`config.mk`:
```
export PLATFORM = sky130hd
export DESIGN_NAME = ram_burst_ctrl_flat
export DESIGN_NICKNAME = d
export VERILOG_FILES = /design/src/rtl/ram_burst_ctrl_if.sv /design/src/rtl/ram_burst_ctrl.sv /design/src/flat_wrapper.sv
export SDC_FILE = /design/constraint.sdc
export NUM_CORES = 1
export LEC_CHECK = 0
export CORE_ASPECT_RATIO = 1.75
export CORE_UTILIZATION = 45
export DETAILED_ROUTE_END_ITERATION = 8
export GPL_ROUTABILITY_DRIVEN = 0
export PLACE_DENSITY = 0.83
export SYNTH_ARGS = -nofsm -noshare
export SYNTH_HDL_FRONTEND = slang
export SYNTH_SLANG_ARGS = --single-unit
```
`constraint.sdc`:
```
create_clock -name CK -period 3.98 [get_ports CK]
set_input_delay 1.194 -clock CK [delete_from_list [all_inputs] [get_ports CK]]
set_output_delay 1.194 -clock CK [all_outputs]
set_load 0.01 [all_outputs]
```
`src/rtl/ram_burst_ctrl_if.sv`:
```
// ram_burst_ctrl_if
//   Bundles the command, write-stream, read-stream, status and RAM pin
//   signals of the burst controller.
//   Modports:
//     slave  - the controller: takes commands and write beats, produces read
//              beats and status, drives the RAM pins, receives RAM Q.
//     master - the bus master and RAM side: issues commands, streams write
//              data, consumes read data and returns RAM Q.
interface ram_burst_ctrl_if #(
  parameter int AW = 16,
  parameter int DW = 24,
  parameter int LW = 8
);
  logic          cmd_valid;
  logic          cmd_ready;
  logic          cmd_write;
  logic [AW-1:0] cmd_addr;
  logic [LW-1:0] cmd_len;
  logic          wr_valid;
  logic          wr_ready;
  logic [DW-1:0] wr_data;
  logic          rd_valid;
  logic          rd_ready;
  logic [DW-1:0] rd_data;
  logic          busy;
  logic          done;
  logic [AW-1:0] ram_a;
  logic          ram_we;
  logic          ram_oe;
  logic [DW-1:0] ram_d;
  logic [DW-1:0] ram_q;

  modport slave (
    input  cmd_valid, cmd_write, cmd_addr, cmd_len,
    input  wr_valid, wr_data, rd_ready, ram_q,
    output cmd_ready, wr_ready, rd_valid, rd_data,
    output busy, done, ram_a, ram_we, ram_oe, ram_d
  );

  modport master (
    output cmd_valid, cmd_write, cmd_addr, cmd_len,
    output wr_valid, wr_data, rd_ready, ram_q,
    input  cmd_ready, wr_ready, rd_valid, rd_data,
    input  busy, done, ram_a, ram_we, ram_oe, ram_d
  );
endinterface

```
`src/rtl/ram_burst_ctrl.sv`:
```
// ram_burst_ctrl
//   Burst controller in front of a single-port synchronous RAM (address
//   registered on CK, Q valid one cycle later). One burst command is handled
//   at a time. Write beats go straight to the RAM on the handshake edge; read
//   beats are fetched ahead into a 2-entry buffer so that read backpressure
//   never loses data.
//   Ports:
//     CK    - clock, rising edge
//     RST_N - asynchronous active-low reset
//     bus   - ram_burst_ctrl_if.slave: command, write/read streams, busy/done
//             status and the RAM A/WE/OE/D/Q pins
module ram_burst_ctrl #(
  parameter int AW = 16,
  parameter int DW = 24,
  parameter int LW = 8
) (
  input logic              CK,
  input logic              RST_N,
  ram_burst_ctrl_if.slave  bus
);

  typedef enum logic [1:0] {IDLE, WRITE, READ, DRAIN} state_t;

  state_t        state;
  logic [AW-1:0] cur_addr;
  logic [AW-1:0] last_a;
  logic [LW:0]   beats_left;
  logic [LW:0]   issue_left;
  logic          inflight;
  logic [DW-1:0] buf_mem [2];
  logic          head;
  logic [1:0]    count;
  logic          cmd_ready_q;
  logic          done_q;

  logic          wr_fire;
  logic          pop;
  logic          issue;
  logic [1:0]    credit_used;

  assign wr_fire = (state == WRITE) && bus.wr_valid;
  assign pop     = (count != 2'd0) && bus.rd_ready;

  // A beat being popped this cycle frees its slot at the same edge, which
  // is what lets a read burst stream at one beat per cycle.
  assign credit_used = count + {1'b0, inflight} - {1'b0, pop};
  assign issue       = (state == READ) && (issue_left != '0) && (credit_used < 2'd2);

  assign bus.cmd_ready = cmd_ready_q;
  assign bus.wr_ready  = (state == WRITE);
  assign bus.ram_we    = wr_fire;
  assign bus.ram_d     = (state == WRITE) ? bus.wr_data : '0;
  // The address follows the burst only while writing or issuing a read;
  // otherwise the last address driven to the RAM is held.
  assign bus.ram_a     = ((state == WRITE) || issue) ? cur_addr : last_a;
  assign bus.ram_oe    = (state == READ) || ((state == DRAIN) && inflight);
  assign bus.rd_valid  = (count != 2'd0);
  assign bus.rd_data   = buf_mem[head];
  assign bus.busy      = (state != IDLE);
  assign bus.done      = done_q;

  always_ff @(posedge CK or negedge RST_N) begin
    if (!RST_N) begin
      state       <= IDLE;
      cur_addr    <= '0;
      last_a      <= '0;
      beats_left  <= '0;
      issue_left  <= '0;
      inflight    <= 1'b0;
      buf_mem[0]  <= '0;
      buf_mem[1]  <= '0;
      head        <= 1'b0;
      count       <= 2'd0;
      cmd_ready_q <= 1'b0;
      done_q      <= 1'b0;
    end else begin
      done_q   <= 1'b0;
      inflight <= issue;

      // RAM Q is valid the cycle after an issue; the slot after the current
      // head (or the head itself when empty) receives it.
      if (inflight) begin
        buf_mem[head ^ count[0]] <= bus.ram_q;
      end
      count <= count + {1'b0, inflight} - {1'b0, pop};
      if (pop) begin
        head <= ~head;
      end

      case (state)
        IDLE: begin
          if (bus.cmd_valid && cmd_ready_q) begin
            cur_addr    <= bus.cmd_addr;
            beats_left  <= {1'b0, bus.cmd_len} + (LW+1)'(1);
            issue_left  <= {1'b0, bus.cmd_len} + (LW+1)'(1);
            cmd_ready_q <= 1'b0;
            state       <= bus.cmd_write ? WRITE : READ;
          end else begin
            cmd_ready_q <= 1'b1;
          end
        end

        WRITE: begin
          if (bus.wr_valid) begin
            last_a     <= cur_addr;
            cur_addr   <= cur_addr + AW'(1);
            beats_left <= beats_left - (LW+1)'(1);
            if (beats_left == (LW+1)'(1)) begin
              state       <= IDLE;
              done_q      <= 1'b1;
              cmd_ready_q <= 1'b1;
            end
          end
        end

        READ: begin
          if (issue) begin
            last_a     <= cur_addr;
            cur_addr   <= cur_addr + AW'(1);
            issue_left <= issue_left - (LW+1)'(1);
            if (issue_left == (LW+1)'(1)) begin
              state <= DRAIN;
            end
          end
          // The final beat cannot be popped here: it is issued in READ and
          // only reaches the buffer after the move to DRAIN.
          if (pop) begin
            beats_left <= beats_left - (LW+1)'(1);
          end
        end

        DRAIN: begin
          if (pop) begin
            beats_left <= beats_left - (LW+1)'(1);
            if (beats_left == (LW+1)'(1)) begin
              state       <= IDLE;
              done_q      <= 1'b1;
              cmd_ready_q <= 1'b1;
            end
          end
        end

        default: state <= IDLE;
      endcase
    end
  end

endmodule

```
`src/flat_wrapper.sv`:
```
// flat-port wrapper written by rule: the top's interface ports become plain ports
module ram_burst_ctrl_flat 
#(
  parameter int AW = 16,
  parameter int DW = 24,
  parameter int LW = 8
)
  (CK, RST_N, bus_cmd_valid, bus_cmd_write, bus_cmd_addr, bus_cmd_len, bus_wr_valid, bus_wr_data, bus_rd_ready, bus_ram_q, bus_cmd_ready, bus_wr_ready, bus_rd_valid, bus_rd_data, bus_busy, bus_done, bus_ram_a, bus_ram_we, bus_ram_oe, bus_ram_d);
  ram_burst_ctrl_if #(.AW(AW), .DW(DW), .LW(LW)) bus_i ();
  input logic CK;
  input logic RST_N;
  input wire logic [$bits(bus_i.cmd_valid)-1:0] bus_cmd_valid;
  input wire logic [$bits(bus_i.cmd_write)-1:0] bus_cmd_write;
  input wire logic [$bits(bus_i.cmd_addr)-1:0] bus_cmd_addr;
  input wire logic [$bits(bus_i.cmd_len)-1:0] bus_cmd_len;
  input wire logic [$bits(bus_i.wr_valid)-1:0] bus_wr_valid;
  input wire logic [$bits(bus_i.wr_data)-1:0] bus_wr_data;
  input wire logic [$bits(bus_i.rd_ready)-1:0] bus_rd_ready;
  input wire logic [$bits(bus_i.ram_q)-1:0] bus_ram_q;
  output wire logic [$bits(bus_i.cmd_ready)-1:0] bus_cmd_ready;
  output wire logic [$bits(bus_i.wr_ready)-1:0] bus_wr_ready;
  output wire logic [$bits(bus_i.rd_valid)-1:0] bus_rd_valid;
  output wire logic [$bits(bus_i.rd_data)-1:0] bus_rd_data;
  output wire logic [$bits(bus_i.busy)-1:0] bus_busy;
  output wire logic [$bits(bus_i.done)-1:0] bus_done;
  output wire logic [$bits(bus_i.ram_a)-1:0] bus_ram_a;
  output wire logic [$bits(bus_i.ram_we)-1:0] bus_ram_we;
  output wire logic [$bits(bus_i.ram_oe)-1:0] bus_ram_oe;
  output wire logic [$bits(bus_i.ram_d)-1:0] bus_ram_d;
  assign bus_i.cmd_valid = bus_cmd_valid;
  assign bus_i.cmd_write = bus_cmd_write;
  assign bus_i.cmd_addr = bus_cmd_addr;
  assign bus_i.cmd_len = bus_cmd_len;
  assign bus_i.wr_valid = bus_wr_valid;
  assign bus_i.wr_data = bus_wr_data;
  assign bus_i.rd_ready = bus_rd_ready;
  assign bus_i.ram_q = bus_ram_q;
  assign bus_cmd_ready = bus_i.cmd_ready;
  assign bus_wr_ready = bus_i.wr_ready;
  assign bus_rd_valid = bus_i.rd_valid;
  assign bus_rd_data = bus_i.rd_data;
  assign bus_busy = bus_i.busy;
  assign bus_done = bus_i.done;
  assign bus_ram_a = bus_i.ram_a;
  assign bus_ram_we = bus_i.ram_we;
  assign bus_ram_oe = bus_i.ram_oe;
  assign bus_ram_d = bus_i.ram_d;
  ram_burst_ctrl #(.AW(AW), .DW(DW), .LW(LW)) u_core (.CK(CK), .RST_N(RST_N), .bus(bus_i));
endmodule
```
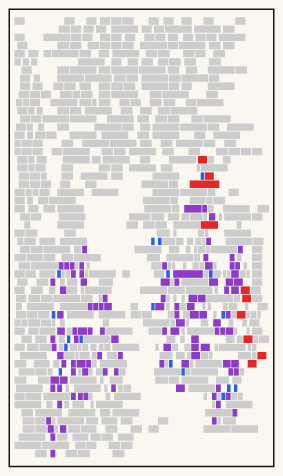
*Selected gate families*
Drawn at 3 px/um.
red -> XOR/XNOR gates  # cells 10, most used xnor2_1
blue -> inverters  # cells 18, most used inv_1
purple -> inverting AOI/OAI gates  # cells 105, most used a21oi_1

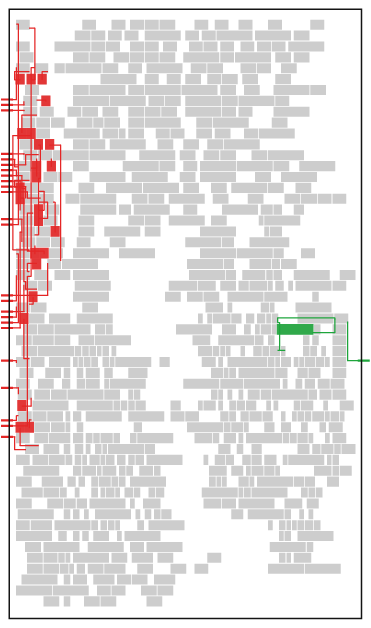
*Wires at chosen ports, followed through buffers*
Drawn at 4 px/um.
red -> bus_wr_data  # bits 24, direction input, edge west, end cells 24, wire 569 um
green -> bus_cmd_ready  # bits 1, direction output, edge east, end cells 1, wire 46.2 um

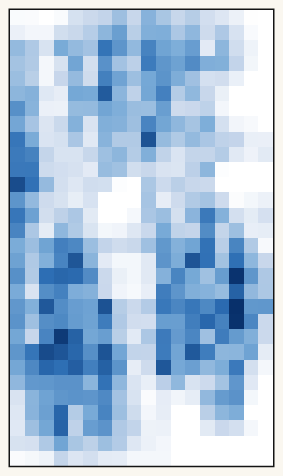
*Wire density map*
Drawn at 3 px/um. 18 x 30 tiles, from white (low) to dark blue (high), scaled to the fullest tile. Values are wire area over tile area, all layers added.
tiles over half the peak = 28%
emptiest ninth of the die = north-east
fullest tile = 0.52
nearly empty tiles = 9.8%

==> reports/summary.txt <==
Outcome = finished, violations left
Violated checks = setup timing
Largest net degree at the start of global routing = 63
Critical Path End Type = output port
Total power = 3.26 mW
Max-area cell share = 0.459
Layout cell share with drive strength beyond 1 = 0.232
Initial DRC count = 259
Setup WS post-layout = -0.0298 ns
CTS tree = yes
Ys async rst share = 1.00
WS Path Type = input pin to output port
Peak supply drop = 0.000251 V
Reg2Reg Depth = 9
Placed cells = 842
Die W = 87.7 um
Launching point of the worst reg2reg path = u_core.state[0]
Max cap viols = 0
Post-route insts no fill = 863
Max Used Layer = met4
Dominant kind of combinational cell = multiplexers
Worst-path cell chain = buf_6 -> buf_6 -> and4bb_1 -> a21oi_4 -> xnor2_4 -> nor2_4 -> nor2_4 -> buf_12 -> buf_6 -> mux2_4 -> buf_6
Residual DRC = 0
Fp util = 0.462
Vias per std cell = 5.62
Cell Area, Synth = 5780 um2
Met2 Routed Length = 8580 um
Clk latency late pin = 0.36 ns
Adder share = 0.0260
Setup violations, final = 3
Setup WS pre-CTS = -0.772 ns
Metal-1 WL = 5550 um
Xor+xnor area frac = 0.0184
Cell area after layout = 7890 um2
Clock Sinks = 106
Hold WS = 0.498 ns
Net count after synthesis = 630
GR Util All Layers = 0.241
Syn_area_per_cell = 10.7 um2
Slowest-stage cell, CP = mux2_4
Clock tree buffer depth = 2
Clock slew at reported path FFs = 0.06 ns
WP data required = 2.79 ns
## per-stage QoR
step	util	TNS, ns
2_1_floorplan	-	0
3_3_place_gp	0.597	-11.78
3_5_place_dp	0.597	-12.03
4_1_cts	0.634	-0.554
5_1_grt	0.631	-0.977
6_report	0.631	-0.0670
## flip-flops by register name (all words and copies together) (netlist names)
name,flops
u_core.buf_mem,48
u_core.cur_addr,16
u_core.last_a,16
u_core.beats_left,9
u_core.issue_left,9
u_core.count,2
u_core.state,2
u_core.bus.cmd_ready,1
u_core.bus.done,1
u_core.head,1
u_core.inflight,1
## worst max path at each step
stage / from / to / slack, ns / cells past startpoint
after floorplan: bus_rd_ready / bus_ram_a[10] / 0.001 / 8
after global placement: bus_rd_ready / bus_ram_a[2] / -0.74 / 10
after detailed placement: bus_rd_ready / bus_ram_a[3] / -0.77 / 10
after CTS: bus_rd_ready / bus_ram_a[3] / -0.09 / 12
after global routing: bus_rd_ready / bus_ram_a[10] / -0.09 / 11
final: bus_rd_ready / bus_ram_a[3] / -0.03 / 11
## repair_timing
action / in CTS / in global routing
gates cloned: 1 / 0
buffers inserted: 5 / 1
hold buffers: 0 / 0
setup endpoints to repair: 16 / 16
hold endpoints to repair: 0 / 0
resized: 103 / 2
pin swaps: 5 / 2
## cells by family after synthesis
family	Yosys count
adders and majority gates	12
buffers and inverters	44
and+or+nand+nor	152
AOI/OAI and AO/OA	107
DFF	106
muxes	109
xor gates and xnor gates	10
## power by group
group / switching, mW / internal (mW)
clock network: 0.430 / 0.457
logic: 0.455 / 0.598
registers: 0.119 / 1.20
## final cells by class
cell class / instances / share of cell area
multi-input cells: 390 / 0.381
flip-flops and latches: 106 / 0.336
repair buffers: 165 / 0.210
clock buffers: 10 / 0.0303
well taps: 168 / 0.0266
inverters: 18 / 0.00856
clock inverters: 6 / 0.00745
## Yosys cell counts, types with 3 or more instances
cell	n
nand3_1	16
or3_1	5
buf_2	6
a211oi_1	6
nand2_1	39
o22ai_1	6
a21oi_1	35
mux2_2	84
nor3_1	13
o32ai_1	3
and2_1	26
xnor2_1	6
or2_2	4
a311oi_1	7
inv_1	18
nand2b_1	7
o21ai_0	26
mux2_1	21
mux2i_1	4
clkbuf_1	16
ha_1	12
dfrtp_1	106
nor4b_1	3
nor2_1	24
a22oi_1	7
xor2_1	3
and3_1	4
## per-layer routing
| layer | up-vias | global-route usage |
|---|---|---|
| met2 | 176 | 0.451 |
| met4 | 0 | 0.110 |
| met3 | 30 | 0.0391 |
| li1 | 2230 | - |
| met1 | 2415 | 0.253 |
| met5 | - | 0 |
Power is estimated from default activity; no workload was simulated.
